[src/rtl/alu_pkg.sv]
// Shared definitions for the ALU issue/capture pipeline.
//   DATA_W      default operand/result width (must match the external ALU)
//   FUN_W       width of the ALU function code
//   FLAG_W      width of the packed {carry, zero, negative} flag vector
//   alu_fun_e   function codes; 0 and 7 are illegal
//   FLAG_*      bit positions inside the flag vector
//   is_legal_fun()  true for function codes the ALU actually implements
package alu_pkg;

  localparam int DATA_W = 32;
  localparam int FUN_W  = 3;
  localparam int FLAG_W = 3;

  typedef enum logic [FUN_W-1:0] {
    OP_ILL0 = 3'd0,
    OP_ADD  = 3'd1,
    OP_SUB  = 3'd2,
    OP_NOT  = 3'd3,
    OP_AND  = 3'd4,
    OP_OR   = 3'd5,
    OP_XOR  = 3'd6,
    OP_ILL7 = 3'd7
  } alu_fun_e;

  localparam int FLAG_C = 2;
  localparam int FLAG_Z = 1;
  localparam int FLAG_N = 0;

  function automatic logic is_legal_fun(input logic [FUN_W-1:0] fun);
    return (fun != OP_ILL0) && (fun != OP_ILL7);
  endfunction

endpackage

[src/rtl/alu_pipe_slot.sv]
// One pipeline slot: a valid bit plus a data register.
//   clk, rst_n   clock, synchronous active-low reset (clears valid and data)
//   load_i       capture data_i and mark the slot valid (wins over clr_i)
//   clr_i        mark the slot empty; data is kept so downstream logic sees
//                the last contents instead of toggling on an empty slot
//   data_i       incoming payload
//   valid_o      slot holds a live entry
//   data_o       registered payload
module alu_pipe_slot #(
  parameter int W = 8
) (
  input  logic         clk,
  input  logic         rst_n,
  input  logic         load_i,
  input  logic         clr_i,
  input  logic [W-1:0] data_i,
  output logic         valid_o,
  output logic [W-1:0] data_o
);

  logic         valid_q, valid_d;
  logic [W-1:0] data_q, data_d;

  always_comb begin
    valid_d = valid_q;
    data_d  = data_q;
    if (load_i) begin
      valid_d = 1'b1;
      data_d  = data_i;
    end else if (clr_i) begin
      valid_d = 1'b0;
    end
  end

  always_ff @(posedge clk) begin
    if (!rst_n) begin
      valid_q <= 1'b0;
      data_q  <= '0;
    end else begin
      valid_q <= valid_d;
      data_q  <= data_d;
    end
  end

  assign valid_o = valid_q;
  assign data_o  = data_q;

endmodule

[src/rtl/alu_issue_pipe.sv]
// Issue/capture pipeline wrapped around an external combinational ALU.
//   clk, rst_n                     clock, synchronous active-low reset
//   in_valid/in_ready              upstream handshake; in_opa/in_opb/in_fun op
//   alu_opa/alu_opb/alu_fun        registered issue slot contents to the ALU
//   alu_result/carry/zero/negative ALU response (combinational from alu_*)
//   out_valid/out_ready            downstream handshake
//   out_result/out_flags           captured result and {carry, zero, negative}
//   out_illegal                    op carried function code 0 or 7
//   op_count                       saturating count of ops delivered downstream
// Two slots give full throughput; in_ready depends combinationally on
// out_ready (no skid buffer).
module alu_issue_pipe #(
  parameter int DATA_W = alu_pkg::DATA_W,
  parameter int CNT_W  = 16
) (
  input  logic              clk,
  input  logic              rst_n,
  input  logic              in_valid,
  output logic              in_ready,
  input  logic [DATA_W-1:0] in_opa,
  input  logic [DATA_W-1:0] in_opb,
  input  logic [2:0]        in_fun,
  output logic [DATA_W-1:0] alu_opa,
  output logic [DATA_W-1:0] alu_opb,
  output logic [2:0]        alu_fun,
  input  logic [DATA_W-1:0] alu_result,
  input  logic              alu_carry,
  input  logic              alu_zero,
  input  logic              alu_negative,
  output logic              out_valid,
  input  logic              out_ready,
  output logic [DATA_W-1:0] out_result,
  output logic [2:0]        out_flags,
  output logic              out_illegal,
  output logic [CNT_W-1:0]  op_count
);

  import alu_pkg::*;

  localparam int S1_W = 2*DATA_W + FUN_W;
  localparam int S2_W = DATA_W + FLAG_W + 1;

  logic            s1_valid, s2_valid;
  logic [S1_W-1:0] s1_data;
  logic [S2_W-1:0] s2_din, s2_data;
  logic            s1_load, s2_adv, s2_drain;
  logic [FLAG_W-1:0] alu_flags;
  logic [CNT_W-1:0]  cnt_q, cnt_d;

  // S2 takes the S1 entry when it is empty or emptying this cycle; S1 can
  // then accept a new op in the same cycle.
  assign s2_drain = s2_valid && out_ready;
  assign s2_adv   = s1_valid && (!s2_valid || out_ready);
  assign in_ready = !s1_valid || s2_adv;
  assign s1_load  = in_valid && in_ready;

  // ---- stage S1: issue slot, drives the ALU ----
  alu_pipe_slot #(.W(S1_W)) u_s1 (
    .clk     (clk),
    .rst_n   (rst_n),
    .load_i  (s1_load),
    .clr_i   (s2_adv),
    .data_i  ({in_fun, in_opb, in_opa}),
    .valid_o (s1_valid),
    .data_o  (s1_data)
  );

  assign {alu_fun, alu_opb, alu_opa} = s1_data;

  always_comb begin
    alu_flags         = '0;
    alu_flags[FLAG_C] = alu_carry;
    alu_flags[FLAG_Z] = alu_zero;
    alu_flags[FLAG_N] = alu_negative;
  end

  // Illegal codes still go to the ALU unchanged; the tag is derived here.
  assign s2_din = {!is_legal_fun(alu_fun), alu_flags, alu_result};

  // ---- stage S2: capture slot, drives the output ----
  alu_pipe_slot #(.W(S2_W)) u_s2 (
    .clk     (clk),
    .rst_n   (rst_n),
    .load_i  (s2_adv),
    .clr_i   (s2_drain),
    .data_i  (s2_din),
    .valid_o (s2_valid),
    .data_o  (s2_data)
  );

  assign {out_illegal, out_flags, out_result} = s2_data;
  assign out_valid = s2_valid;

  always_comb begin
    cnt_d = cnt_q;
    if (s2_drain && (cnt_q != '1)) cnt_d = cnt_q + CNT_W'(1);
  end

  always_ff @(posedge clk) begin
    if (!rst_n) cnt_q <= '0;
    else        cnt_q <= cnt_d;
  end

  assign op_count = cnt_q;

endmodule

[config.mk]
export PLATFORM = sky130hd
export DESIGN_NAME = alu_issue_pipe
export DESIGN_NICKNAME = d
export VERILOG_FILES = /design/src/rtl/alu_pkg.sv /design/src/rtl/alu_pipe_slot.sv /design/src/rtl/alu_issue_pipe.sv
export SDC_FILE = /design/constraint.sdc
export NUM_CORES = 1
export LEC_CHECK = 0
export ABC_AREA = 1
export CORE_MARGIN = 4
export CORE_UTILIZATION = 43
export DETAILED_ROUTE_END_ITERATION = 6
export GPL_TIMING_DRIVEN = 0
export MAX_ROUTING_LAYER = met4
export PLACE_DENSITY = 0.9
export SYNTH_ARGS = -nofsm -noshare
export SYNTH_HDL_FRONTEND = slang
export SYNTH_SLANG_ARGS = --single-unit
[constraint.sdc]
create_clock -name clk -period 2.8 [get_ports clk]
set_clock_uncertainty 0.15 [all_clocks]
set_input_delay 0.56 -clock clk [delete_from_list [all_inputs] [get_ports clk]]
set_output_delay 0.56 -clock clk [all_outputs]
set_load 0.01 [all_outputs]
Fig. 1: run 1, drive-strength map
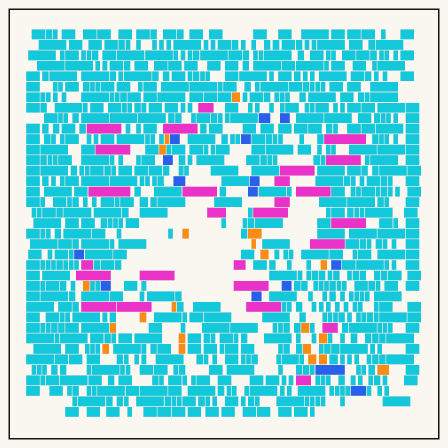
Key: cyan = x1 and smaller [cells 804]; magenta = x6 and larger [cells 26]; orange = x2 [cells 21]; blue = x3 and x4 [cells 15]

Fig. 2: run 1, ports around the boundary
The bar under the picture is 20 um long. Pins as bars across the die edge, other pins in gray.
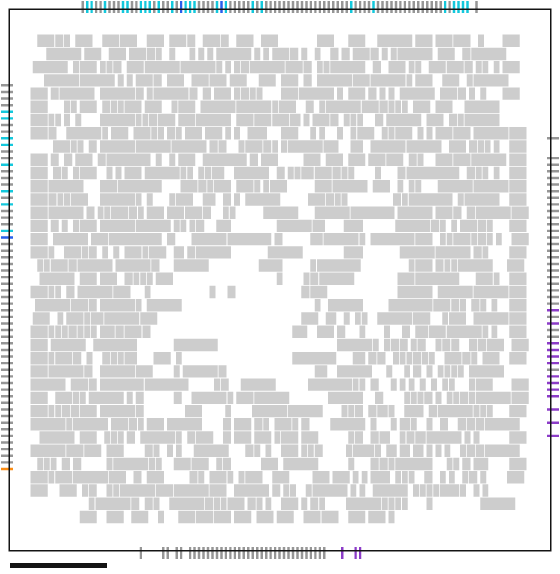
Key: orange = alu_carry [pins 1, direction input, edge west]; blue = in_fun [pins 3, direction input, edge 2 north, 1 west]; purple = op_count [pins 16, direction output, edge 13 east, 3 south]; cyan = alu_opa [pins 32, direction output, edge 24 north, 8 west]

Fig. 3: run 1, placement view
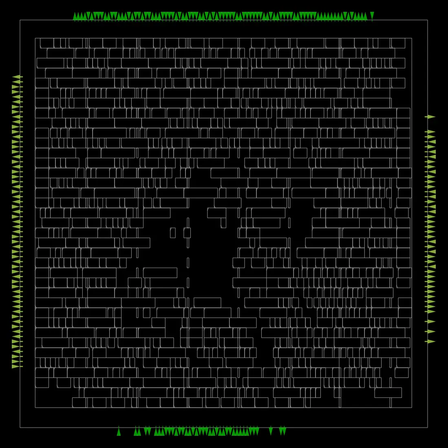
register share of the cell area: 0.321
Layout Utilization: 0.732

Fig. 4: run 1, close-up of the layout
Region (73, 73) to (93, 93) um. Cells in gray, sequential cells in the stronger gray; small squares are vias.
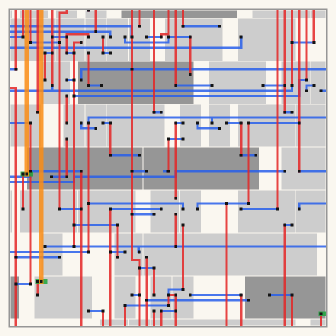
Key: red = M2; blue = M1; orange = M4; green = M3
Most frequent: clkdlybuf4s50_1 (14), nor2_1 (11), o21ai_0 (5). Netlist names of flops here include u_s1.data_o (4). 37 logic cells have their middle in the window. Sequential cells in the window: 4.

[run 1: power groups by stage]
| stage | Sequential [mW] | Combinational, mW | Clock (mW) |
|---|---|---|---|
| floorplan | 1.98 | 0.196 | 0 |
| global placement | 1.92 | 0.673 | 0 |
| detailed placement | 1.93 | 0.681 | 0 |
| CTS | 1.90 | 0.688 | 2.11 |
| global route | 1.91 | 0.740 | 2.21 |
| finish | 1.90 | 0.681 | 2.08 |
[run 1: kinds of logic after synthesis]
family / Yosys count
AND/OR/NAND/NOR: 312
AND-OR/OR-AND: 121
adder cells (fa/ha/maj): 1
buffers and inverters: 54
flip-flops: 121
[run 1: worst max-delay path, stage by stage]
cell                              delay (ps)
sky130_fd_sc_hd__clkdlybuf4s50_1         500
sky130_fd_sc_hd__inv_2                    60
sky130_fd_sc_hd__nand3_2                 100
sky130_fd_sc_hd__clkdlybuf4s50_1         560
[run 1: area by class of cell]
| class | instances | area (um^2) |
|---|---|---|
| fill | 801 | 2770 |
| sequential | 121 | 2420 |
| timing repair buffer | 225 | 2250 |
| multi-input combinational | 434 | 1870 |
| clock buffer | 18 | 418 |
| buffer | 36 | 200 |
| tap | 136 | 170 |
| clock inverter | 14 | 150 |
| inverter | 18 | 67.6 |
[run 1: per-layer routing]
metal | part of all wire | track usage | vias to the layer above
li1 | - | - | 2435
met5 | 0 | - | -
met4 | 0.014 | 0.0673 | 0
met1 | 0.41 | 0.255 | 2178
met3 | 0.061 | 0.0797 | 18
met2 | 0.51 | 0.400 | 149
[run 1: sequential cells by signal (all words and copies together) (netlist names)]
register,count
u_s1.data_o,67
u_s2.data_o,36
op_count,16
u_s2.valid_o,1
u_s1.valid_o,1
==> run notes, run 1 <==
Here are the numbers from the latest Yosys + OpenROAD run.

The post-synthesis sequential element count is 121. The clock-pin slew on the worst setup and hold paths is 60 ps. The maximum resistive drop on vdd is 0.535 mV. The script extracted a total leakage power of 3.05 nW. In the final report, the number of pins over their slew limit comes to 0. Cell internal power was estimated by the tool at 3.50 mW. The synthesis report lists the most area-consuming cells as sky130_fd_sc_hd__dfxtp_1 53%, sky130_fd_sc_hd__nor2_1 20%, sky130_fd_sc_hd__o21ai_0 11%.

The run finished with clean final reports. The placed instances occupy a cell area of 6990 um^2. In this run, the synthesized area fraction spent on adder and majority cells is recorded as 0.00274. The instance count of the mapped netlist is 609. The worst max-slew margin expressed relative to the limit is 0.614. The kind of capture point of the worst setup path is an output port. The number of buffers inserted by port buffering came out at 225. The number of search-and-repair iterations in the first detailed-routing pass is 5. The routed design shows a via density per instance of 4.77. The worst setup slack before clock tree synthesis came out at 301 ps.

The critical path start-end classification is primary input to output port. The post-route fraction of the period consumed by the critical path came out at 0.891. The area of the placeable core is 10300 um^2. The slew at the pin closest to its max-slew limit came out at 579 ps. The warning total across the stage logs is 26.

The total cells reported by yosys after synthesis is 609.
==> run 2: changes to the inputs <==
Settings changed: RECOVER_POWER from default to 50.
Fig. 5: run 2, drive-strength map
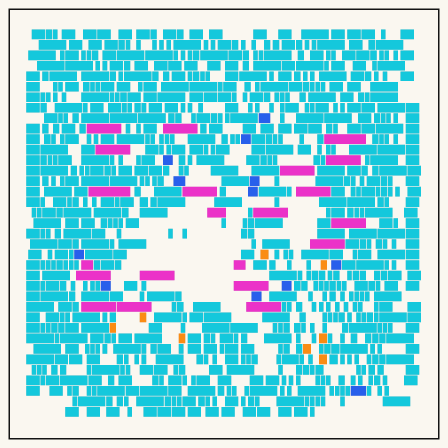
Key: orange = x2 [cells 8]; blue = x3 and x4 [cells 12]; cyan = x1 and smaller [cells 825]; magenta = x6 and larger [cells 21]

Fig. 6: run 2, cell density map
The die is cut into 11 by 11 equal tiles; white is low, dark blue is high, 0 to 100% covered.
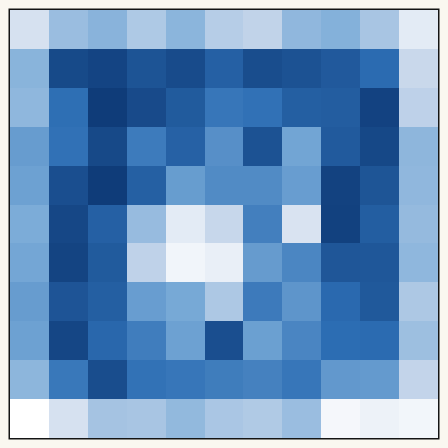
The mean over all tiles is 59%. 36% of the tiles are over 75% full. 0.80% of the tiles are nearly empty. The fullest tile reaches 95%.

==> run notes, run 2 <==
Here are the numbers from the latest Yosys + OpenROAD run.

The run finished with clean final reports. The cell leakage power is 2.99 nW (-1.9%). The worst max-slew margin expressed relative to the limit is 0.612 (-0.00165). The worst setup slack before clock tree synthesis is 301 ps (unchanged). The flip-flop count of the largest register, all copies and words added is 67 (unchanged). The slew at the pin closest to its max-slew limit is 581 ps (+2.48 ps). The family with the most delay on the worst path is buffers and inverters.

The share of synthesized cell area in full adder, half adder and majority cells came out at 0.00274 (unchanged). The critical path in this run is classified as primary input to output port. The via-per-instance ratio is 4.74 (-0.56%). The clock-pin slew on the worst setup and hold paths is 60 ps (about the same).

The combined buffer and inverter count along the critical path is 3 (unchanged). The number of search-and-repair iterations in the first detailed-routing pass is 4 (-1). The post-synthesis sequential element count is 121 (unchanged).

The synthesis report lists the most area-consuming cells as sky130_fd_sc_hd__dfxtp_1 53%, sky130_fd_sc_hd__nor2_1 20%, sky130_fd_sc_hd__o21ai_0 11%. The area of the placeable core came to 10300 um^2 (unchanged). The most numerous cell type found on the critical path is sky130_fd_sc_hd__clkdlybuf4s50_1. The cell sequence reported for the critical path is clkdlybuf4s50_1, inv_1, nand3_1, clkdlybuf4s50_1. The warning total across the stage logs came out at 26 (unchanged). The instance count of the mapped netlist is 609 (unchanged). The number of buffers inserted by port buffering came out at 225 (unchanged). The post-route fraction of the period consumed by the critical path was 0.912 (+0.0207).
[run 2: area by class of cell]
cell class                 count  area, um^2
buffer                        36         149
clock buffer                  18         418
clock inverter                14         150
fill                         813        2850
inverter                      18        67.6
multi-input combinational    434        1840
sequential                   121        2420
tap                          136         170
timing repair buffer         225        2250
[run 2: kinds of logic after synthesis]
family | Yosys count
buf+inv | 54
fa+ha+maj | 1
simple gates | 312
compound gates | 121
flops | 121
[run 2: path summary, 6_finish.rpt]
check                                                   from                      endpoint  slack, ps
worst max-delay path                               out_ready                      in_ready        250
worst min-delay path                                   rst_n  u_s1.data_o[60]$_SDFFE_PN0P_        320
worst max register to register     u_s2.valid_o$_SDFFE_PN0P_  u_s1.data_o[56]$_SDFFE_PN0P_        690
worst min register to register  u_s1.data_o[47]$_SDFFE_PN0P_  u_s1.data_o[47]$_SDFFE_PN0P_        330
[run 2: per-stage QoR]
stage                     instance area, um^2  power [mW]   util
after global placement                   6990        2.60  0.677
final                                    7470        4.64  0.724
after global routing                     7470        4.85  0.724
after CTS                                7550        4.69  0.732
after floorplan                          4560        2.18      -
after detailed placement                 6990        2.61  0.677
[run 2: metal layers]
metal / wire [um] / track usage / vias up
li1: - / - / 2436
met1: 5810 / 0.255 / 2160
met2: 7310 / 0.400 / 139
met3: 896 / 0.0797 / 18
met4: 187 / 0.0673 / 0
met5: 0 / - / -
[run 2: worst min-delay path, cell delays in order]
cell,delay (ps)
sky130_fd_sc_hd__buf_1,180
sky130_fd_sc_hd__o21ai_0,120
sky130_fd_sc_hd__nor2_1,50
[run 2: power by group]
part	leakage [nW]	switching, mW	internal, mW
Sequential	1.00	0.0583	1.84
Clock	0.260	0.807	1.27
Combinational	1.73	0.289	0.384
Total	2.99	1.15	3.49
==> run 3: changes to the inputs <==
Settings changed: CORE_UTILIZATION 43 to 34, PLACE_DENSITY 0.9 to 0.75, SLEW_MARGIN from default to 40.
Fig. 7: run 3, cell density map
The die is cut into 12 by 12 equal tiles; white is low, dark blue is high, 0 to 100% covered.
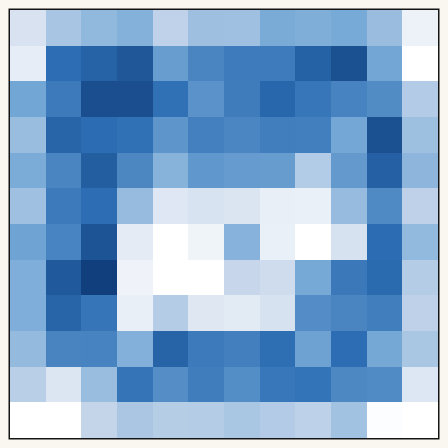
The fullest tile reaches 94%. 6.2% of the tiles are nearly empty. The mean over all tiles is 48%. The emptiest ninth of the die: center.

Fig. 8: run 3, ports around the boundary
The bar under the picture is 20 um long. Pins as bars across the die edge, other pins in gray.
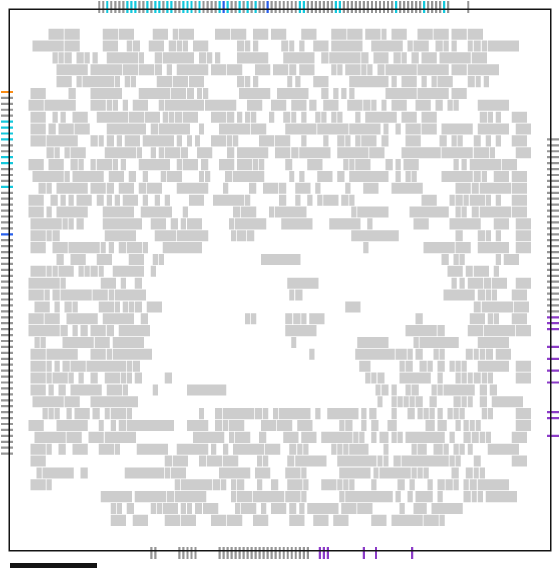
Key: cyan = alu_opa [pins 32, direction output, edge 25 north, 7 west]; purple = op_count [pins 16, direction output, edge 10 east, 6 south]; orange = alu_carry [pins 1, direction input, edge west]; blue = in_fun [pins 3, direction input, edge 2 north, 1 west]
All pins by edge: 89 north, 62 west, 40 east, 36 south.

==> run notes, run 3 <==
Here are the numbers from the latest Yosys + OpenROAD run.

The capturing element of the worst setup path is in_ready. The filler cell count came out at 1207 (+48%). The clock network fraction of total power is 0.479 (+0.032). The total area of sequential cells came out at 2420 um^2 (unchanged). The slew at the pin closest to its max-slew limit is 590 ps (+8.69 ps). By startpoint and endpoint, the worst setup path is classified as primary input to output port.

The warning total across the stage logs came to 26 (unchanged). The post-route fraction of the period consumed by the critical path came to 0.922 (+0.0104). The proportion of power drawn by flip-flops and latches is 0.385 (-0.023). The summed area of non-filler cells in the final layout was 7590 um^2 (+1.6%). In the post-synthesis netlist, the biggest area contributors are sky130_fd_sc_hd__dfxtp_1 53%, sky130_fd_sc_hd__nor2_1 20%, sky130_fd_sc_hd__o21ai_0 11%. The switching component of the power came out at 1.08 mW (-6.0%). The total power was 4.92 mW (+6.0%). The instance count of the mapped netlist came out at 609 (unchanged). The worst max-slew margin expressed relative to the limit came out at 0.607 (-0.00580). The number of search-and-repair iterations in the first detailed-routing pass came out at 4 (unchanged). The area occupied by multi-input gates came out at 1850 um^2 (+0.34%). The launch point of the worst min-delay path is recorded as u_s1.data_o[56]$_SDFFE_PN0P_. The cell leakage power is 3.05 nW (+2.0%). The number of buffers inserted by port buffering is 225 (unchanged). The run finished with clean final reports. The flip-flop count of the largest register, all copies and words added is 67 (unchanged). The capture endpoint of the worst hold path is u_s1.data_o[56]$_SDFFE_PN0P_. Per the timing report, the most critical flop-to-flop path originates at u_s2.valid_o$_SDFFE_PN0P_. The clock-pin slew on the worst setup and hold paths is 50 ps (about the same).

The max-slew violation count is 0. The internal power contribution came out at 3.84 mW (+9.9%). The post-synthesis sequential element count came to 121 (unchanged). The net switching fraction of the power came out at 0.220 (-0.0280).
[run 3: cell types whose count changed in the layout (fill, tap and decap cells not counted), sizes merged]
cell / change
dlygate4sd3: +8
buf: -1
clkdlybuf4s50: -8
clkinvlp: -5
inv: -2
bufinv: +3
clkbuf: +6
clkinv: -2
[run 3: cell type report]
cell class	count	area share
Multi-Input combinational cell	434	0.244
Timing Repair Buffer	225	0.297
Clock buffer	23	0.0617
Buffer	36	0.0188
Tap cell	176	0.0290
Inverter	18	0.00890
Sequential cell	121	0.319
Clock inverter	8	0.0221
[run 3: power groups by stage]
| stage | clock network, mW | registers [mW] | logic (mW) |
|---|---|---|---|
| after floorplan | 0 | 1.98 | 0.196 |
| after detailed placement | 0 | 1.93 | 0.683 |
| after CTS | 2.41 | 1.90 | 0.688 |
| final | 2.36 | 1.90 | 0.666 |
| after global routing | 2.50 | 1.91 | 0.728 |
| after global placement | 0 | 1.93 | 0.680 |
[run 3: kinds of logic after synthesis]
group,after synthesis,synth area share
flip-flops,121,0.531
AND-OR/OR-AND,121,0.134
adder cells (fa/ha/maj),1,0.00274
buffers and inverters,54,0.0587
AND/OR/NAND/NOR,312,0.274
[run 3: layer usage]
metal  global-route usage  up-vias  wire [um]
li1                     -     2440          -
met1                0.227     2120       6170
met2                0.290      148       6980
met3               0.0699       15       1040
met4               0.0796        0        242
met5                    -        -          0
[run 3: critical path: stages]
cell	delay, ps
sky130_fd_sc_hd__dlygate4sd3_1	550
sky130_fd_sc_hd__inv_1	80
sky130_fd_sc_hd__nand3_2	90
sky130_fd_sc_hd__clkdlybuf4s50_1	580
No activity file was given, so power comes from the tool's default toggle rates.
